File: src/rtl/alu_pipe_pkg.sv
// ----------------------------------------------------------------------------
// alu_pipe_pkg
// Shared definitions for the pipelined ALU: the 3-bit operation codes and the
// bit positions of the {N,V,C,Z} status flags inside the 4-bit flags word.
// No ports (package).
// ----------------------------------------------------------------------------
package alu_pipe_pkg;

    typedef enum logic [2:0] {
        ALU_ADD = 3'b000,
        ALU_SUB = 3'b001,
        ALU_AND = 3'b010,
        ALU_OR  = 3'b011,
        ALU_XOR = 3'b100,
        ALU_SLL = 3'b101,
        ALU_SRL = 3'b110,
        ALU_SRA = 3'b111
    } alu_func_e;

    localparam int FLG_Z = 0;
    localparam int FLG_C = 1;
    localparam int FLG_V = 2;
    localparam int FLG_N = 3;

endpackage

File: src/rtl/alu_pipe_core.sv
// ----------------------------------------------------------------------------
// alu_core
// Purely combinational ALU: {func, a, b} -> {result, flags}.
// Ports:
//   func   in  3       operation code (alu_func_e)
//   a      in  DWIDTH  operand A
//   b      in  DWIDTH  operand B (shift amount = low clog2(DWIDTH) bits)
//   result out DWIDTH  result, wrapping modulo 2^DWIDTH
//   flags  out 4       {N,V,C,Z} describing result
// ----------------------------------------------------------------------------
module alu_core
    import alu_pipe_pkg::*;
#(
    parameter int DWIDTH = 16
) (
    input  logic [2:0]        func,
    input  logic [DWIDTH-1:0] a,
    input  logic [DWIDTH-1:0] b,
    output logic [DWIDTH-1:0] result,
    output logic [3:0]        flags
);

    localparam int SHW = $clog2(DWIDTH);

    logic [SHW-1:0]  shamt;
    logic [DWIDTH:0] sum;
    logic [DWIDTH:0] diff;
    logic [DWIDTH:0] sll_ext;
    logic [DWIDTH:0] srl_ext;
    logic [DWIDTH:0] sra_ext;
    logic            carry;
    logic            ovf;

    assign shamt = b[SHW-1:0];

    // Arithmetic is one bit wider so the top bit is the carry (ADD) or the
    // borrow (SUB).
    assign sum  = {1'b0, a} + {1'b0, b};
    assign diff = {1'b0, a} - {1'b0, b};

    // Shifts use one guard bit on the side the data leaves from, so the
    // last bit shifted out lands in the guard and a zero amount leaves 0.
    assign sll_ext = {1'b0, a} << shamt;
    assign srl_ext = {a, 1'b0} >> shamt;
    assign sra_ext = $unsigned($signed({a, 1'b0}) >>> shamt);

    // Result and carry/overflow selection
    always_comb begin
        result = '0;
        carry  = 1'b0;
        ovf    = 1'b0;
        case (alu_func_e'(func))
            ALU_ADD: begin
                result = sum[DWIDTH-1:0];
                carry  = sum[DWIDTH];
                ovf    = (a[DWIDTH-1] == b[DWIDTH-1]) &&
                         (sum[DWIDTH-1] != a[DWIDTH-1]);
            end
            ALU_SUB: begin
                result = diff[DWIDTH-1:0];
                carry  = ~diff[DWIDTH];
                ovf    = (a[DWIDTH-1] != b[DWIDTH-1]) &&
                         (diff[DWIDTH-1] != a[DWIDTH-1]);
            end
            ALU_AND: result = a & b;
            ALU_OR:  result = a | b;
            ALU_XOR: result = a ^ b;
            ALU_SLL: begin
                result = sll_ext[DWIDTH-1:0];
                carry  = sll_ext[DWIDTH];
            end
            ALU_SRL: begin
                result = srl_ext[DWIDTH:1];
                carry  = srl_ext[0];
            end
            ALU_SRA: begin
                result = sra_ext[DWIDTH:1];
                carry  = sra_ext[0];
            end
            default: begin
                result = '0;
                carry  = 1'b0;
                ovf    = 1'b0;
            end
        endcase
    end

    // Flag word assembly
    always_comb begin
        flags        = '0;
        flags[FLG_Z] = (result == '0);
        flags[FLG_C] = carry;
        flags[FLG_V] = ovf;
        flags[FLG_N] = result[DWIDTH-1];
    end

endmodule

File: src/rtl/alu_pipe.sv
// ----------------------------------------------------------------------------
// alu_pipe
// Pipelined ALU with valid/ready handshakes on both sides. Operands go through
// alu_core into stage 1, then ripple through stages 2..STAGES. Empty stages
// always accept, so bubbles collapse under backpressure.
// Ports:
//   clk        in   1       rising-edge clock
//   rst        in   1       asynchronous active-high reset
//   in_valid   in   1       operands/func valid
//   in_ready   out  1       pipeline accepts operands this cycle
//   alu_func   in   3       operation code
//   alu_a      in   DWIDTH  operand A
//   alu_b      in   DWIDTH  operand B
//   out_valid  out  1       result/flags valid
//   out_ready  in   1       consumer takes result this cycle
//   alu_out    out  DWIDTH  result
//   flags      out  4       {N,V,C,Z}
//   ovf_sticky out  1       set by any delivered op with V=1
//   clr_sticky in   1       synchronous clear of ovf_sticky (set wins)
// ----------------------------------------------------------------------------
module alu_pipe
    import alu_pipe_pkg::*;
#(
    parameter int DWIDTH = 16,
    parameter int STAGES = 2
) (
    input  logic              clk,
    input  logic              rst,
    input  logic              in_valid,
    output logic              in_ready,
    input  logic [2:0]        alu_func,
    input  logic [DWIDTH-1:0] alu_a,
    input  logic [DWIDTH-1:0] alu_b,
    output logic              out_valid,
    input  logic              out_ready,
    output logic [DWIDTH-1:0] alu_out,
    output logic [3:0]        flags,
    output logic              ovf_sticky,
    input  logic              clr_sticky
);

    logic [DWIDTH-1:0] core_res;
    logic [3:0]        core_flg;

    logic [STAGES-1:0] vld;
    logic [STAGES-1:0] adv;
    logic [DWIDTH-1:0] stage_res [STAGES];
    logic [3:0]        stage_flg [STAGES];

    logic              out_xfer;

    alu_core #(
        .DWIDTH (DWIDTH)
    ) u_core (
        .func   (alu_func),
        .a      (alu_a),
        .b      (alu_b),
        .result (core_res),
        .flags  (core_flg)
    );

    for (genvar k = 0; k < STAGES; k++) begin : g_stage
        logic              v_in;
        logic [DWIDTH-1:0] r_in;
        logic [3:0]        f_in;
        logic              v_q;
        logic [DWIDTH-1:0] r_q;
        logic [3:0]        f_q;

        if (k == 0) begin : g_head
            assign v_in = in_valid;
            assign r_in = core_res;
            assign f_in = core_flg;
        end else begin : g_body
            assign v_in = vld[k-1];
            assign r_in = stage_res[k-1];
            assign f_in = stage_flg[k-1];
        end

        // Stage k may load whenever some stage from k to the output is empty
        // or the consumer is taking the last stage. This is the unrolled form
        // of "empty or downstream advancing" and avoids a combinational chain
        // through the adv vector itself.
        assign adv[k] = out_ready || !(&vld[STAGES-1:k]);

        // Stage register: valid bit plus result/flags payload
        always_ff @(posedge clk or posedge rst) begin
            if (rst) begin
                v_q <= 1'b0;
                r_q <= '0;
                f_q <= '0;
            end else if (adv[k]) begin
                v_q <= v_in;
                r_q <= r_in;
                f_q <= f_in;
            end
        end

        assign vld[k]       = v_q;
        assign stage_res[k] = r_q;
        assign stage_flg[k] = f_q;
    end

    assign in_ready  = adv[0];
    assign out_valid = vld[STAGES-1];
    assign alu_out   = stage_res[STAGES-1];
    assign flags     = stage_flg[STAGES-1];
    assign out_xfer  = out_valid && out_ready;

    // Overflow sticky: a delivered V=1 op takes priority over a clear
    // arriving in the same cycle.
    always_ff @(posedge clk or posedge rst) begin
        if (rst) begin
            ovf_sticky <= 1'b0;
        end else if (out_xfer && flags[FLG_V]) begin
            ovf_sticky <= 1'b1;
        end else if (clr_sticky) begin
            ovf_sticky <= 1'b0;
        end
    end

endmodule

File: config.mk
export PLATFORM = sky130hd
export DESIGN_NAME = alu_pipe
export DESIGN_NICKNAME = d
export VERILOG_FILES = /design/src/rtl/alu_pipe_pkg.sv /design/src/rtl/alu_pipe_core.sv /design/src/rtl/alu_pipe.sv
export SDC_FILE = /design/constraint.sdc
export NUM_CORES = 1
export LEC_CHECK = 0
export ABC_AREA = 1
export CAP_MARGIN = 0
export CELL_PAD_IN_SITES_DETAIL_PLACEMENT = 0
export CELL_PAD_IN_SITES_GLOBAL_PLACEMENT = 1
export CORE_ASPECT_RATIO = 0.6
export CORE_UTILIZATION = 36
export DETAILED_ROUTE_END_ITERATION = 7
export GPL_TIMING_DRIVEN = 0
export HOLD_SLACK_MARGIN = 0.06
export PLACE_DENSITY_LB_ADDON = 0.1
export SETUP_SLACK_MARGIN = 0.1
export SYNTH_ARGS = -nofsm -noshare
export SYNTH_HDL_FRONTEND = slang
export SYNTH_SLANG_ARGS = --single-unit
File: constraint.sdc
create_clock -name clk -period 1.6 [get_ports clk]
set_input_delay 0.24 -clock clk [delete_from_list [all_inputs] [get_ports clk]]
set_output_delay 0.24 -clock clk [all_outputs]
set_load 0.01 [all_outputs]
Fig. 1: run 1, signal wires on met2
The bar under the picture is 50 µm long.
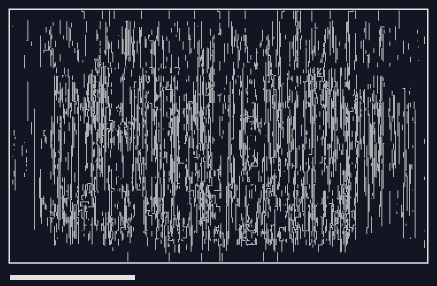
nets with wire on the layer: 1034
wire length on this layer: 9580 µm
main direction: vertical
Via Count: 7645
GR met2 Demand/Resource: 0.3985
overall routed net length: 27010 µm

Fig. 2: run 1, placement by cell class
The bar under the picture is 50 µm long. Fill, decap, tap and diode cells in grey.
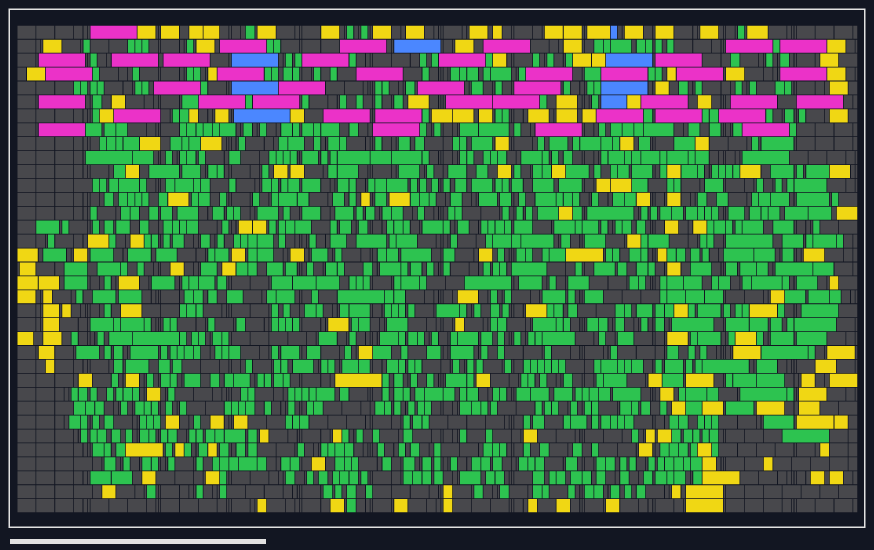
legend:
  magenta:
    class: registers
    cells: 41
  yellow:
    class: remaining buffers and delay cells
    cells: 168
  green:
    class: remaining logic cells
    cells: 975
  blue:
    class: clock drivers and dummy loads
    cells: 8

==> Slide: Implementation Results, run 1 <==
Flow Results at a Glance

Layout
  – Combinational gates: 844
  – Inverters: 131
  – Multi-input combinational area share: 0.5947
  – Comb area: 5223 µm²
  – Nets@finish: 1282
  – Layout clock buffers: 7

Synthesis
  – Synth Area in Compound Gates: 0.1008
  – Cells after synthesis: 1059
  – XORs/XNORs by Area: 0.005968
  – Yosys Warn Count: 0
  – Register share after synthesis: 0.1748
  – Yosys Chip Area: 5871 µm²
  – Unique masters post-synth: 35
  – Asr flop ratio synth: 1.000

GRT
  – First-pass GRT wire length: 40440 µm
  – Vias in the first global route: 6808
  – Met1 GRT Util: 0.5183
  – Met3 Use GR: 0.09894
  – Largest net degree at the start of global routing: 42
  – Global Route Usage Sum: 0.3200
  – Grt peak-use layer: met1

Floorplan
  – Well tap count: 203
  – Die area: 16840 µm²
  – Num ports: 63

Critical path
  – Setup Crit Path Kind: in -> reg
  – Critical path launch point type: input pin
  – Critical Path End Type: flop
  – Critical Path Fanout Max: 8

CTS
  – TritonCTS buffer count: 5
  – Hold-fix buffers at CTS: 0
  – TritonCTS Sinks: 41
  – Clock tree buffer depth: 2
  – CTS root buffer: clkbuf_16

Final timing
  – Rel. slew slack: 0.4466
  – Final WS setup: -0.4888 ns
  – Worst Clk Skew: 0.004245 ns
  – # setup viols final: 18
  – Final worst path period share: 1.305

Routing
  – Initial DRT Pass Iterations: 6
  – M1 WL: 13470 µm
  – Final ANT Viol Nets: 0
  – Uppermost layer routed: met5
  – Met3 WL: 3671 µm

Place
  – Final HPWL DP: 20500 µm
  – I/O Buffers: 60

Outcome
  – Failing checks: negative setup slack
  – Result of the run: finished, violations left

Pwr
  – Pwr dens: 638.3 nW/µm²
  – Flop pwr share: 0.234

Flow run
  – OpenROAD warning count: 62
Fig. 3: run 1, cell outlines without signal wires
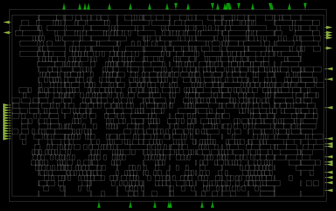
Placement Rows: 35
final core utilization: 0.5617
Non-Filler Instances: 1395
Core Box Area: 15630 µm²
flop share of the area: 0.1168

## run 1: cells in the mapped netlist, types with 2 or more instances
| cell type | n | share of area |
|---|---|---|
| inv_2 | 5 | 0.0032 |
| inv_1 | 123 | 0.079 |
| o22ai_1 | 5 | 0.0053 |
| buf_4 | 4 | 0.0051 |
| o21ai_0 | 51 | 0.043 |
| ha_1 | 49 | 0.10 |
| dfrtp_1 | 41 | 0.17 |
| or2_2 | 3 | 0.0032 |
| buf_6 | 2 | 0.0038 |
| nand4_1 | 6 | 0.0064 |
| nor2_1 | 93 | 0.059 |
| clkbuf_1 | 12 | 0.0077 |
| nand2_1 | 388 | 0.25 |
| nor3_1 | 9 | 0.0077 |
| nand2_2 | 9 | 0.0096 |
| nand3_2 | 3 | 0.0051 |
| a21oi_1 | 43 | 0.037 |
| nor2_2 | 3 | 0.0032 |
| buf_2 | 25 | 0.021 |
| fa_1 | 2 | 0.0068 |
| nand3_1 | 162 | 0.14 |
| o21bai_1 | 3 | 0.0038 |
| xor2_1 | 4 | 0.0060 |
| o211ai_1 | 2 | 0.0026 |
| clkinv_1 | 2 | 0.0013 |
## run 1: critical path: stages
cell	delay, ns
buf_8	0.10
inv_4	0.05
clkbuf_16	0.15
ha_4	0.27
buf_8	0.15
inv_6	0.06
nor3_4	0.20
nand2_1	0.08
nand2_2	0.13
nand3_4	0.12
a21oi_2	0.14
nor2_1	0.07
nor2_2	0.14
nand2_1	0.10
nor2_1	0.14
nand3_2	0.08
nand2_1	0.06
## run 1: registers in the layout, indices dropped and copies added, names as in the netlist
signal	count
out_valid	1
g_stage.v_q	1
g_stage.f_q	3
g_stage.r_q	16
ovf_sticky	1
alu_out	16
flags	3
## run 1: power by group through the flow
stage	clock [µW]	sequential (µW)	combinational [µW]
floorplan	0	1360	1290
global placement	0	1320	2190
detailed placement	0	1330	2180
CTS	1210	1310	2840
global route	1270	1330	3330
finish	1190	1310	3110
## run 1: timing repair
| item | CTS | global route |
|---|---|---|
| resized | 413 | 82 |
| pin swaps | 87 | 52 |
| setup buffers | 61 | 8 |
| gates cloned | 1 | 1 |
| setup endpoints to repair | 28 | 24 |
## run 1: final timing paths
check                                     end          startpoint  cells past startpoint  slack [ns]
setup / recovery            g_stage[0].f_q[0]            alu_b[3]                     17       -0.49
hold reg to reg                   alu_out[15]  g_stage[0].r_q[15]                      2        0.47
hold / removal                     ovf_sticky           out_ready                      3        0.33
setup reg to reg           g_stage[0].r_q[11]           out_valid                      8        0.14
max in group asynchronous  g_stage[0].r_q[12]                 rst                      2        0.62
min in group asynchronous   g_stage[0].r_q[8]                 rst                      2        0.45
## run 1: through the flow
| stage | total power, µW | TNS (ns) | cell area (µm²) | worst slack, ns |
|---|---|---|---|---|
| 6_report | 5606 | -4.870 | 8782 | -0.4888 |
| 5_1_grt | 5932 | -6.221 | 8782 | -0.5900 |
| 4_1_cts | 5359 | -3.439 | 8467 | -0.3903 |
| 3_5_place_dp | 3510 | -26.11 | 6897 | -1.613 |
| 3_3_place_gp | 3516 | -45.59 | 6897 | -1.566 |
| 2_1_floorplan | 2653 | -2.492 | 6042 | -0.3078 |
Fig. 4: run 1, clock distribution
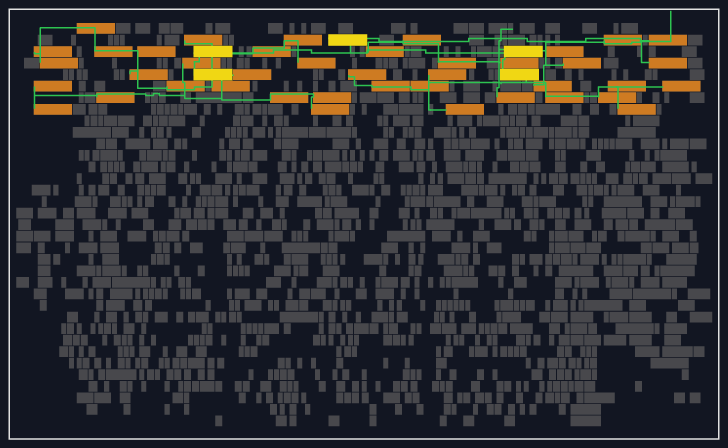

==> run 1 -> run 2 <==
--- a/config.mk
+++ b/config.mk
@@ -12,7 +12,6 @@
 export CORE_ASPECT_RATIO = 0.6
 export CORE_UTILIZATION = 36
 export DETAILED_ROUTE_END_ITERATION = 7
-export GPL_TIMING_DRIVEN = 0
 export HOLD_SLACK_MARGIN = 0.06
 export PLACE_DENSITY_LB_ADDON = 0.1
 export SETUP_SLACK_MARGIN = 0.1
Fig. 5: run 2, clock distribution
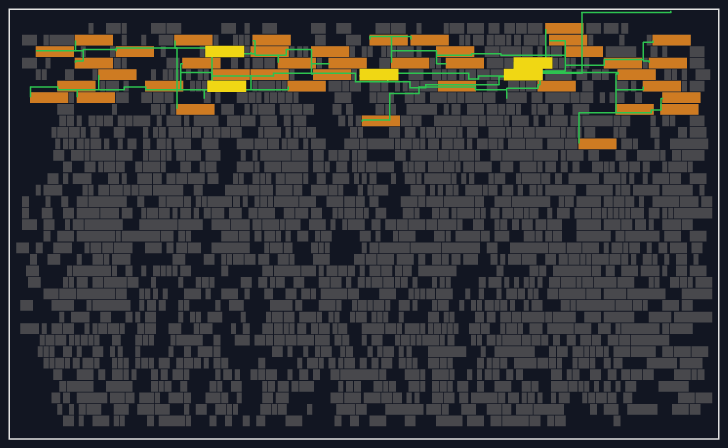
legend:
  yellow:
    item: clock-net drivers
    count: 5
  orange:
    item: flip-flops
    count: 41
  green:
    item: clock wires
    length: 622 µm
flops lie: a horizontal strip, top
routed clock nets: 6
Worst Clk Skew: 0.005186 ns
Clk power: 1090 µW

==> run 2 against run 1 <==
  * The run still ends with negative setup slack left
  * Combinational power rose by 25%
  * Worst setup slack improved by 0.046 ns
  * Via count rose by 8.0%
  * Sequential share of layout area fell by 2.3 points
  * Count of clock-buffer cells in the layout did not move
  * Global-route usage rose by 1.9 points
  * Critical path depth rose by 1
  * Largest cell class unchanged
  * Largest power group unchanged
==> Slide: Implementation Results, run 2 <==
Flow Results at a Glance

Outcome
  – Result of the run: finished, violations left
  – Failing checks: negative setup slack

Layout
  – Nets@finish: 1459
  – Post-route cell area: 10910 µm²
  – Non-Filler Instances: 1572

Critical path
  – Critical path launch point type: input pin
  – Critical-path cell list: buf_6, buf_8, inv_12, ha_4, fa_2, inv_2, nand2_4, a21oi_4, nand2_1, nand2_1, o21ai_2, nor2_1, nand3_2, nor2_2, nand2_2, nor2_2, nand3_1, nand2_1
  – Critical Path Fanout Max: 4
  – Slowest stage cell on the critical path: fa_2
  – Top cell by count, worst path: nand2_1
  – Setup Crit Path Kind: in -> reg
  – R2r startpoint: out_valid
  – CP peak stage delay: 0.34 ns
  – Critical Path End Type: flop

Routing
  – Overall routed net length: 28950 µm
  – Initial DRT Pass Iterations: 5
  – Final ANT Viol Nets: 0

Synthesis
  – Cell taking the most area after synthesis: nand2_1
  – Most frequent cell after synthesis: nand2_1
  – Area leader share: 0.2481
  – Yosys Warn Count: 0
  – Top cells by count: 388 x nand2_1, 162 x nand3_1, 123 x inv_1, 93 x nor2_1, 51 x o21ai_0
  – Unique masters post-synth: 35
  – Cells after synthesis: 1059
  – Asr flop ratio synth: 1.000

Floorplan
  – Placement Rows: 35
  – Core Box Area: 15630 µm²
  – Num ports: 63
  – Die area: 16840 µm²

CTS
  – TritonCTS Sinks: 41
  – TritonCTS buffer count: 5

Final timing
  – Final worst path period share: 1.277
  – # setup viols final: 18
  – Final WS setup: -0.4427 ns

GRT
  – Vias in the first global route: 7741
  – First-pass GRT wire length: 43660 µm
  – Largest net degree at the start of global routing: 34
  – Global Route Usage Sum: 0.3386

Place
  – Final HPWL DP: 21630 µm
  – Placed inst area: 8383 µm²
  – I/O Buffers: 62
  – Pre-CTS setup slack: -1.268 ns

Pwr
  – Pwr dens: 577.5 nW/µm²

Flow run
  – OpenROAD warning count: 62
run 2: kinds of logic (layout without fill, tap and decap cells):
family                   after synthesis  after routing  share of synthesized area
XOR/XNOR                               4              4                   0.005967
buffers and inverters                174            484                     0.1221
AND-OR/OR-AND                        110            110                     0.1008
adder cells (fa/ha/maj)               51             51                     0.1113
AND/OR/NAND/NOR                      679            679                     0.4851
flip-flops                            41             41                     0.1748
run 2: power breakdown:
part           internal [µW]  total [µW]  switching (µW)
Sequential              1220        1310            97.8
Combinational           1790        3900            2110
Clock                    662        1090             431
Total                   3670        6300            2640
run 2: metrics by stage:
stage	hold WS [ns]	power (µW)	TNS (ns)
floorplan	0.3364	2653	-2.492
global placement	0.4498	4049	-19.52
detailed placement	0.4561	4063	-19.85
CTS	0.2102	5914	-2.632
global route	0.2323	6646	-5.136
finish	0.2052	6303	-3.512
run 2: timing repair:
| item | 4_1_cts | 5_1_grt |
|---|---|---|
| pin swaps | 125 | 56 |
| hold buffers | 0 | 0 |
| setup buffers | 43 | 15 |
| setup endpoints to repair | 20 | 20 |
| gates resized | 537 | 133 |
| hold endpoints to repair | 0 | 0 |
| gates cloned | 0 | 3 |
run 2: critical path: cells and delay by family:
kind	cells	cell delay, ns
AND-OR/OR-AND	2	0.30
adder cells (fa/ha/maj)	2	0.49
buffers and inverters	4	0.30
AND/OR/NAND/NOR	10	0.93
run 2: worst paths after layout:
check                                     to  slack [ns]  cells past startpoint
max                        g_stage[0].f_q[0]       -0.44                     18
min                        g_stage[0].r_q[7]        0.21                      2
max reg2reg                       alu_out[7]        0.26                      8
min reg2reg                       alu_out[6]        0.47                      2
max in group asynchronous        alu_out[12]        0.92                      3
min in group clk                  ovf_sticky        0.38                      3
run 2: final cells by class:
cell class / instances / area (µm²)
Clock buffer: 7 / 152.6
Multi-Input combinational cell: 844 / 5856
Clock inverter: 1 / 5.005
Tap cell: 203 / 254.0
Timing Repair Buffer: 345 / 3062
Fill cell: 1331 / 4720
Inverter: 131 / 559.3
Sequential cell: 41 / 1026
run 2: per-layer routing:
metal  part of all wire  vias to the layer above  global-route usage  wire (µm)
met5                  0                        -                   0          0
met4              0.018                        0             0.05912        535
met3               0.11                       40             0.06871       3079
met2               0.39                      396              0.4635      11190
met1               0.49                     3808              0.5319      14150
li1                   -                     4009                   -          -
Fig. 6: run 2, power grid
Pins as bars on the die edge. Tap cells in grey.
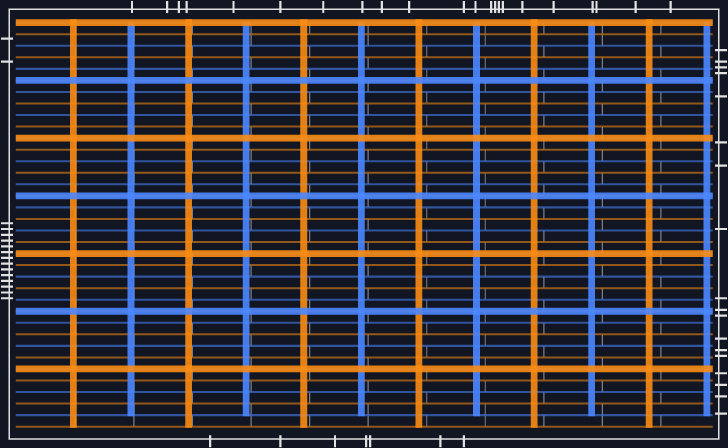

==> run 2 -> run 3 <==
--- a/config.mk
+++ b/config.mk
@@ -5,12 +5,11 @@
 export SDC_FILE = /design/constraint.sdc
 export NUM_CORES = 1
 export LEC_CHECK = 0
-export ABC_AREA = 1
 export CAP_MARGIN = 0
 export CELL_PAD_IN_SITES_DETAIL_PLACEMENT = 0
 export CELL_PAD_IN_SITES_GLOBAL_PLACEMENT = 1
 export CORE_ASPECT_RATIO = 0.6
-export CORE_UTILIZATION = 36
+export CORE_UTILIZATION = 39
 export DETAILED_ROUTE_END_ITERATION = 7
 export HOLD_SLACK_MARGIN = 0.06
 export PLACE_DENSITY_LB_ADDON = 0.1
Fig. 7: run 3, power grid
Pins as bars on the die edge. Tap cells in grey.
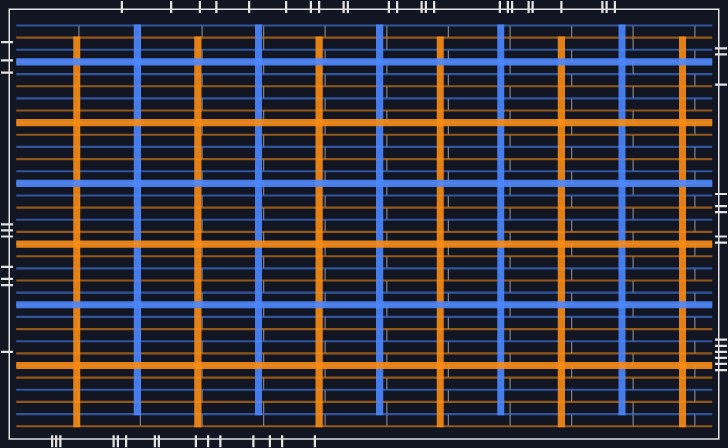
legend:
  orange:
    net: VSS
  blue:
    net: VDD
met5 straps: 6
rows: 33
signal pins: 63
Core Box Area: 14000 µm²
VDD IR max: 0.6376 mV
Die Ht: 95.96 µm
die x size: 158.6 µm

==> run 3 against run 2 <==
  * Sequential power about the same
  * The flow still finishes with violations (negative setup slack)
  * First-iteration DRC count increased by 6.6%
  * Critical path type unchanged
  * Clock power rose by about 10%
  * Flip-flop count is the same
  * Critical path depth decreased by 2
  * Global-route usage increased by 4.2 points
  * Design area shrank 3.6%
  * Largest power group unchanged
  * Fmax is 28% lower
==> Slide: Implementation Results, run 3 <==
Flow Results at a Glance

Outcome
  – Result of the run: finished, violations left
  – Failing checks: negative setup slack

Place
  – Final HPWL DP: 20930 µm
  – Placed inst area: 8503 µm²
  – I/O Buffers: 62

Synthesis
  – Yosys Chip Area: 5738 µm²
  – Unique masters post-synth: 72
  – Cell taking the most area after synthesis: dfrtp_1
  – Cells after synthesis: 756
  – Top cells by count: 129 x nand2_1, 55 x nor2_1, 49 x ha_1, 49 x inv_1, 45 x a21oi_1
  – Most frequent cell after synthesis: nand2_1
  – Yosys Warn Count: 0

Critical path
  – Buf+Inv Stages, Crit Path: 5
  – Critical path launch point type: input pin
  – Setup Crit Path Kind: in -> reg
  – Slowest stage cell on the critical path: a211oi_4
  – Critical Path End Type: flop
  – Crit path max-delay family: AND-OR/OR-AND gates
  – CP peak stage delay: 0.36 ns
  – FF-to-FF End: g_stage[0].f_q[0]
  – R2r startpoint: out_valid

Flow run
  – OpenROAD warning count: 62

Final timing
  – Hold Slack: 0.2826 ns
  – Final WS setup: -1.241 ns
  – # setup viols final: 19
  – Final worst path period share: 1.776
  – Worst Clk Skew: 0.005493 ns

Pwr
  – P_sw: 2444 µW
  – Sw Ratio: 0.3831
  – Pwr dens: 606.2 nW/µm²

CTS
  – Clock tree buffer depth: 2
  – TritonCTS buffer count: 5

Layout
  – Post-route cell area: 10520 µm²
  – Nets@finish: 1195
  – # fillers: 956

Routing
  – Final ANT Viol Nets: 0

GRT
  – Global Route Usage Sum: 0.3809

Floorplan
  – Num ports: 63
[run 3: timing repair]
item	in CTS	in global routing
endpoints found under the setup margin	22	21
pin swaps	76	69
gates cloned	2	0
endpoints found under the hold margin	0	0
buffers inserted	56	17
resized	305	108
[run 3: worst max path at each step]
stage                        start                end  slack, ns  cells past startpoint
after global routing      alu_b[0]  g_stage[0].f_q[0]      -1.31                     12
final                     alu_b[0]  g_stage[0].f_q[0]      -1.24                     16
after detailed placement  alu_a[0]  g_stage[0].f_q[0]      -2.07                     12
after floorplan           alu_b[2]  g_stage[0].f_q[0]      -1.18                     14
after CTS                 alu_b[0]  g_stage[0].f_q[0]      -1.18                     14
after global placement    alu_a[1]  g_stage[0].f_q[0]      -1.96                     12
[run 3: per-stage QoR]
step	TNS (ns)	worst slack, ns	total power (µW)	std cells	utilization
5_1_grt	-15.31	-1.307	6660	1297	0.7519
3_5_place_dp	-29.20	-2.074	4196	1225	0.6075
6_report	-14.35	-1.241	6380	1297	0.7519
4_1_cts	-13.10	-1.178	5975	1284	0.7160
2_1_floorplan	-10.57	-1.184	2681	756	-
3_3_place_gp	-27.90	-1.961	4141	1225	0.6075
[run 3: cell families after synthesis]
| logic type | Yosys count | share of synthesized area |
|---|---|---|
| compound gates | 210 | 0.2501 |
| xor+xnor | 5 | 0.007633 |
| fa+ha+maj | 51 | 0.1138 |
| buf+inv | 102 | 0.07545 |
| flops | 41 | 0.1788 |
| mux | 53 | 0.1350 |
| simple gates | 294 | 0.2392 |
[run 3: power groups by stage]
stage,Clock [µW],Sequential (µW),Combinational [µW]
CTS,1210,1330,3440
global route,1280,1350,4030
detailed placement,0,1340,2850
finish,1210,1330,3840
global placement,0,1330,2810
floorplan,0,1370,1310
[run 3: metal layers]
layer  up-vias  share of wire  global-route usage
met2       505           0.42              0.5596
met5         -              0                   0
met1      3756           0.43              0.5486
li1       3454              -                   -
met3        81           0.13              0.1166
met4         0          0.023             0.06330
[run 3: worst reg2reg max path, stage by stage, from the launching register on]
cell       delay (ns)
dfrtp_1          0.38
nor2b_4          0.13
and2_4           0.17
a2111oi_2        0.21
o211a_1          0.27
nand4_1          0.16
nor4_4           0.28
nand4_1          0.17
nor4b_2          0.28
a32o_2           0.19
[run 3: layout make-up]
type	count	area, µm²	area share
Multi-Input combinational cell	613	5435	0.5165
Timing Repair Buffer	393	3418	0.3248
Sequential cell	41	1026	0.09749
Tap cell	192	240.2	0.02283
Inverter	50	231.5	0.02200
Clock buffer	7	142.6	0.01355
Clock inverter	1	30.03	0.002853
Power and IR drop assume default switching activity.
